## src/rtl/fetch_inst_buffer.sv

```systemverilog
// fetch_inst_buffer: circular instruction buffer between IF3 and decode.
// Optional zero-latency bypass when empty: define INST_BUF_BYPASS_EN.
module fetch_inst_buffer #(
    parameter int FETCH_W = 2,
    parameter int DEC_W   = 2,
    parameter int DEPTH   = 16
) (
    input  logic                       clk,
    input  logic                       rst,
    input  logic                       flush,
    input  logic [FETCH_W-1:0]         in_valid,
    input  logic [32*FETCH_W-1:0]      in_inst,
    input  logic [32*FETCH_W-1:0]      in_pc,
    output logic                       in_ready,
    output logic [DEC_W-1:0]           out_valid,
    output logic [32*DEC_W-1:0]        out_inst,
    output logic [32*DEC_W-1:0]        out_pc,
    input  logic                       out_ready,
    output logic [$clog2(DEPTH+1)-1:0] count
);
    localparam int PW = $clog2(DEPTH);
    localparam int CW = $clog2(DEPTH+1);

    logic [PW-1:0]      head;
    logic [PW-1:0]      tail;
    logic [31:0]        mem_inst [DEPTH];
    logic [31:0]        mem_pc   [DEPTH];

    logic [CW-1:0]      n_in;
    logic [CW-1:0]      n_out;
    logic [CW-1:0]      n_skip;
    logic [CW-1:0]      n_wr;
    logic [CW-1:0]      cnt_min;
    logic               run;
    logic               push;
    logic               pop;
    logic [FETCH_W-1:0] we;
    logic [PW-1:0]      waddr [FETCH_W];

    // Only the leading run of valid slots counts; later bits are ignored.
    always_comb begin
        n_in = '0;
        run  = 1'b1;
        for (int k = 0; k < FETCH_W; k++) begin
            run = run & in_valid[k];
            if (run) n_in = n_in + CW'(1);
        end
    end

    assign in_ready = (count <= CW'(DEPTH - FETCH_W));
    assign push     = in_ready && !flush;
    assign cnt_min  = (count < CW'(DEC_W)) ? count : CW'(DEC_W);

`ifdef INST_BUF_BYPASS_EN
    localparam int MW = (FETCH_W > DEC_W) ? FETCH_W : DEC_W;

    logic [32*MW-1:0] in_inst_pad;
    logic [32*MW-1:0] in_pc_pad;
    logic             byp;
    logic [CW-1:0]    n_byp;

    assign in_inst_pad = (32*MW)'(in_inst);
    assign in_pc_pad   = (32*MW)'(in_pc);
    assign byp         = (count == '0) && !flush;
    assign n_byp       = (n_in < CW'(DEC_W)) ? n_in : CW'(DEC_W);
    assign n_skip      = (byp && out_ready) ? n_byp : '0;

    always_comb begin
        out_valid = '0;
        out_inst  = '0;
        out_pc    = '0;
        for (int j = 0; j < DEC_W; j++) begin
            if (byp) begin
                out_valid[j]        = (CW'(j) < n_byp);
                out_inst[32*j +: 32] = in_inst_pad[32*j +: 32];
                out_pc[32*j +: 32]   = in_pc_pad[32*j +: 32];
            end else begin
                out_valid[j]        = (CW'(j) < count) && !flush;
                out_inst[32*j +: 32] = mem_inst[head + PW'(j)];
                out_pc[32*j +: 32]   = mem_pc[head + PW'(j)];
            end
        end
    end
`else
    assign n_skip = '0;

    always_comb begin
        out_valid = '0;
        out_inst  = '0;
        out_pc    = '0;
        for (int j = 0; j < DEC_W; j++) begin
            out_valid[j]        = (CW'(j) < count) && !flush;
            out_inst[32*j +: 32] = mem_inst[head + PW'(j)];
            out_pc[32*j +: 32]   = mem_pc[head + PW'(j)];
        end
    end
`endif

    // Bypassed slots never occupy an entry: remaining slots start at tail.
    assign pop   = out_ready && out_valid[0];
    assign n_out = pop ? cnt_min : '0;
    assign n_wr  = push ? (n_in - n_skip) : '0;

    always_comb begin
        for (int k = 0; k < FETCH_W; k++) begin
            we[k]    = push && (CW'(k) >= n_skip) && (CW'(k) < n_in);
            waddr[k] = tail + PW'(k) - PW'(n_skip);
        end
    end

    always_ff @(posedge clk or posedge rst) begin
        if (rst) begin
            head  <= '0;
            tail  <= '0;
            count <= '0;
        end else if (flush) begin
            head  <= '0;
            tail  <= '0;
            count <= '0;
        end else begin
            head  <= head + PW'(n_out);
            tail  <= tail + PW'(n_wr);
            count <= count + n_wr - n_out;
        end
    end

    always_ff @(posedge clk) begin
        for (int k = 0; k < FETCH_W; k++) begin
            if (we[k]) begin
                mem_inst[waddr[k]] <= in_inst[32*k +: 32];
                mem_pc[waddr[k]]   <= in_pc[32*k +: 32];
            end
        end
    end
endmodule

```

## config.mk

```make
export PLATFORM = sky130hd
export DESIGN_NAME = fetch_inst_buffer
export DESIGN_NICKNAME = d
export VERILOG_FILES = /design/src/rtl/fetch_inst_buffer.sv
export SDC_FILE = /design/constraint.sdc
export NUM_CORES = 2
export LEC_CHECK = 0
export ABC_AREA = 0
export CAP_MARGIN = 25
export CORE_MARGIN = 2
export CORE_UTILIZATION = 45
export DETAILED_ROUTE_END_ITERATION = 10
export GPL_ROUTABILITY_DRIVEN = 0
export SYNTH_ARGS = -nofsm -noshare
export SYNTH_HDL_FRONTEND = slang
export SYNTH_SLANG_ARGS = --single-unit
```

## constraint.sdc

```tcl
create_clock -name clk -period 7.3 [get_ports clk]
set_input_delay 0.73 -clock clk [delete_from_list [all_inputs] [get_ports clk]]
set_output_delay 0.73 -clock clk [all_outputs]
set_load 0.02 [all_outputs]
```

Figure 1. Close-up of the layout.
Region (172, 98) to (197, 123) um. Cells in grey, sequential cells in the stronger grey; small squares are vias.
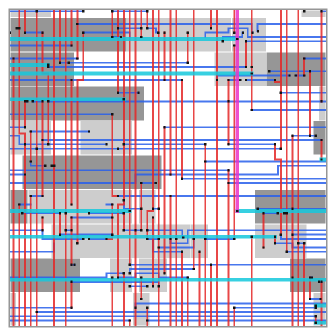
cyan -> met3
red -> met2
blue -> met1
magenta -> met4
cells with their middle in the window = 19
netlist names of flops here include = `mem_pc` (5)
most frequent = edfxtp_1 (5)
sequential cells in the window = 5

Figure 2. Routing congestion map.
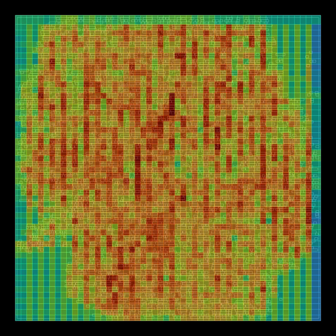
GRT met2 Usage: 47.44%
final core utilization: 51.13%
met3 usage in global routing: 5.466%

==> impl_metrics.yaml <==
# flow metrics
clock_tree:
  cts.sinks: 1037
  cts.clk_slew.worst_paths_ns: 0.06
  post_cts.repair.setup_buffers: 0
  clockBufferDepth: 3
  postCtsHoldBufs: 0
outcome:
  result_of_the_run: "finished, final reports clean"
pwr:
  seq_power_share_pct: 40.8
  clk-power_mw: 5.79
  clock_power_share_pct: 35.0
  p_switching_mw: 4.838
  intPower_mw: 11.70
  power_consumed_by_combinational_cells_mw: 4.00
  power_leader: "registers"
layout:
  n_antenna_cell: 8
  layout.cells.most_common: "edfxtp_1"
  design.final.nets: 3869
  num-multi-input-gates: 2190
  final.signal_buffer_count: 357
  flow.area_growth_from_synthesis_pct: 13.05
  finalNonFillerCells: 5596
timing:
  report.final.slew_viol_count: 0
  skew_ns: 0.02791
  setup_failing_eps_final: 0
  grt_setup_unrepaired: "false"
  final.period_utilization_pct: 77.00
critical_path:
  setup.reg_to_reg.worst_slack_ns: 3.29
  critPathKind: "register to output pin"
  cp_bufs_invs: 2
  reg2reg_to: "mem_pc[4][0]"
  timing.reg2reg.worst_path_depth: 8
  critical_path.max_stage_delay_ns: 1.04
  worst_ep_arrival_time_ns: 4.89
  r2r_start: "count[4]"
logic_synthesis:
  top_cell: "edfxtp_1"
  synth_nets: 3806
  postSynthCellCount: 3654
  ff_type: "edfxtp_1"
  synthXorXnorAreaFrac_pct: 0.07273
  ys_cells: 3654
  synth.yosys.warnings: 0
  flip_flops_with_a_built_in_enable: 1024
  syn-mean-instance-area_sq_um: 16.48
place:
  placed_cells: 5364
run:
  cap_violations: 0
global_route:
  grt_util_all_layers_pct: 29.60
floorplan:
  floorplan.rows: 134
  die_w_um: 369.8
drt:
  drc: 0
  wl_mm: 203.2
Figure 3. Where the registers sit.
(1 px per um) Other sequential cells in the stronger grey, the rest of the logic in the fainter grey.
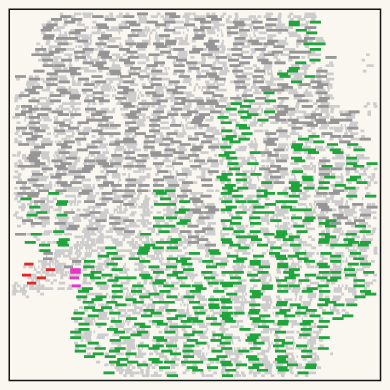
red -> `count`  # sequential cells 5, where lower left
green -> `mem_pc`  # sequential cells 512
magenta -> `head`  # sequential cells 4, where lower left
not coloured = 516
register share of the cell area: 45.66%
power consumed by sequential cells: 6.75 mW
Seq. cell area: 0.03108 sq mm

Figure 4. Pin placement.
(1 px per um) Pins as bars across the die edge, other pins in grey.
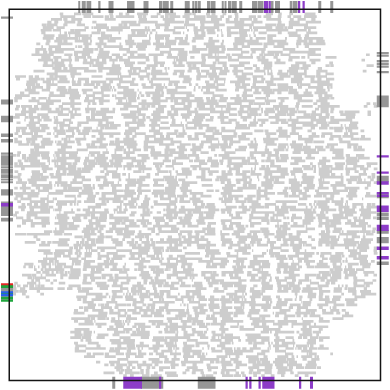
purple -> `out_pc`  # pins 64, direction output, edge 38 bottom, 18 right, 6 top, 2 left
blue -> `in_valid`  # pins 2, direction input, edge left
green -> `count`  # pins 5, direction output, edge left
red -> `in_ready`  # pins 1, direction output, edge left
all pins by edge = 83 top, 80 bottom, 57 left, 50 right
total of buffers placed on input and output ports: 269
DIE HEIGHT: 369.8 um

[worst max path at each step]
| stage | startpoint | end | slack [ns] | cells after the start |
|---|---|---|---|---|
| final | head[1] | out_inst[37] | 1.68 | 7 |
| after global routing | head[1] | out_pc[18] | 1.32 | 6 |
| after CTS | head[1] | out_pc[19] | 1.57 | 6 |
| after detailed placement | head[1] | out_pc[19] | 2.37 | 6 |
| after global placement | head[1] | out_pc[19] | 2.36 | 6 |
| after floorplan | count[4] | mem_inst[12][0] | 0.33 | 7 |
[state kept, by name, summed over array words and instances (netlist names)]
name	cells
count	5
head	4
tail	4
mem_inst	512
mem_pc	512
[routing by layer]
metal	up-vias	wire [um]	global-route usage (%)
met5	-	126	0
met4	20	5337	7.896
met3	324	16650	5.466
met2	1767	97510	47.44
met1	20390	83550	41.63
li1	15130	-	-
Power and IR drop assume default switching activity.
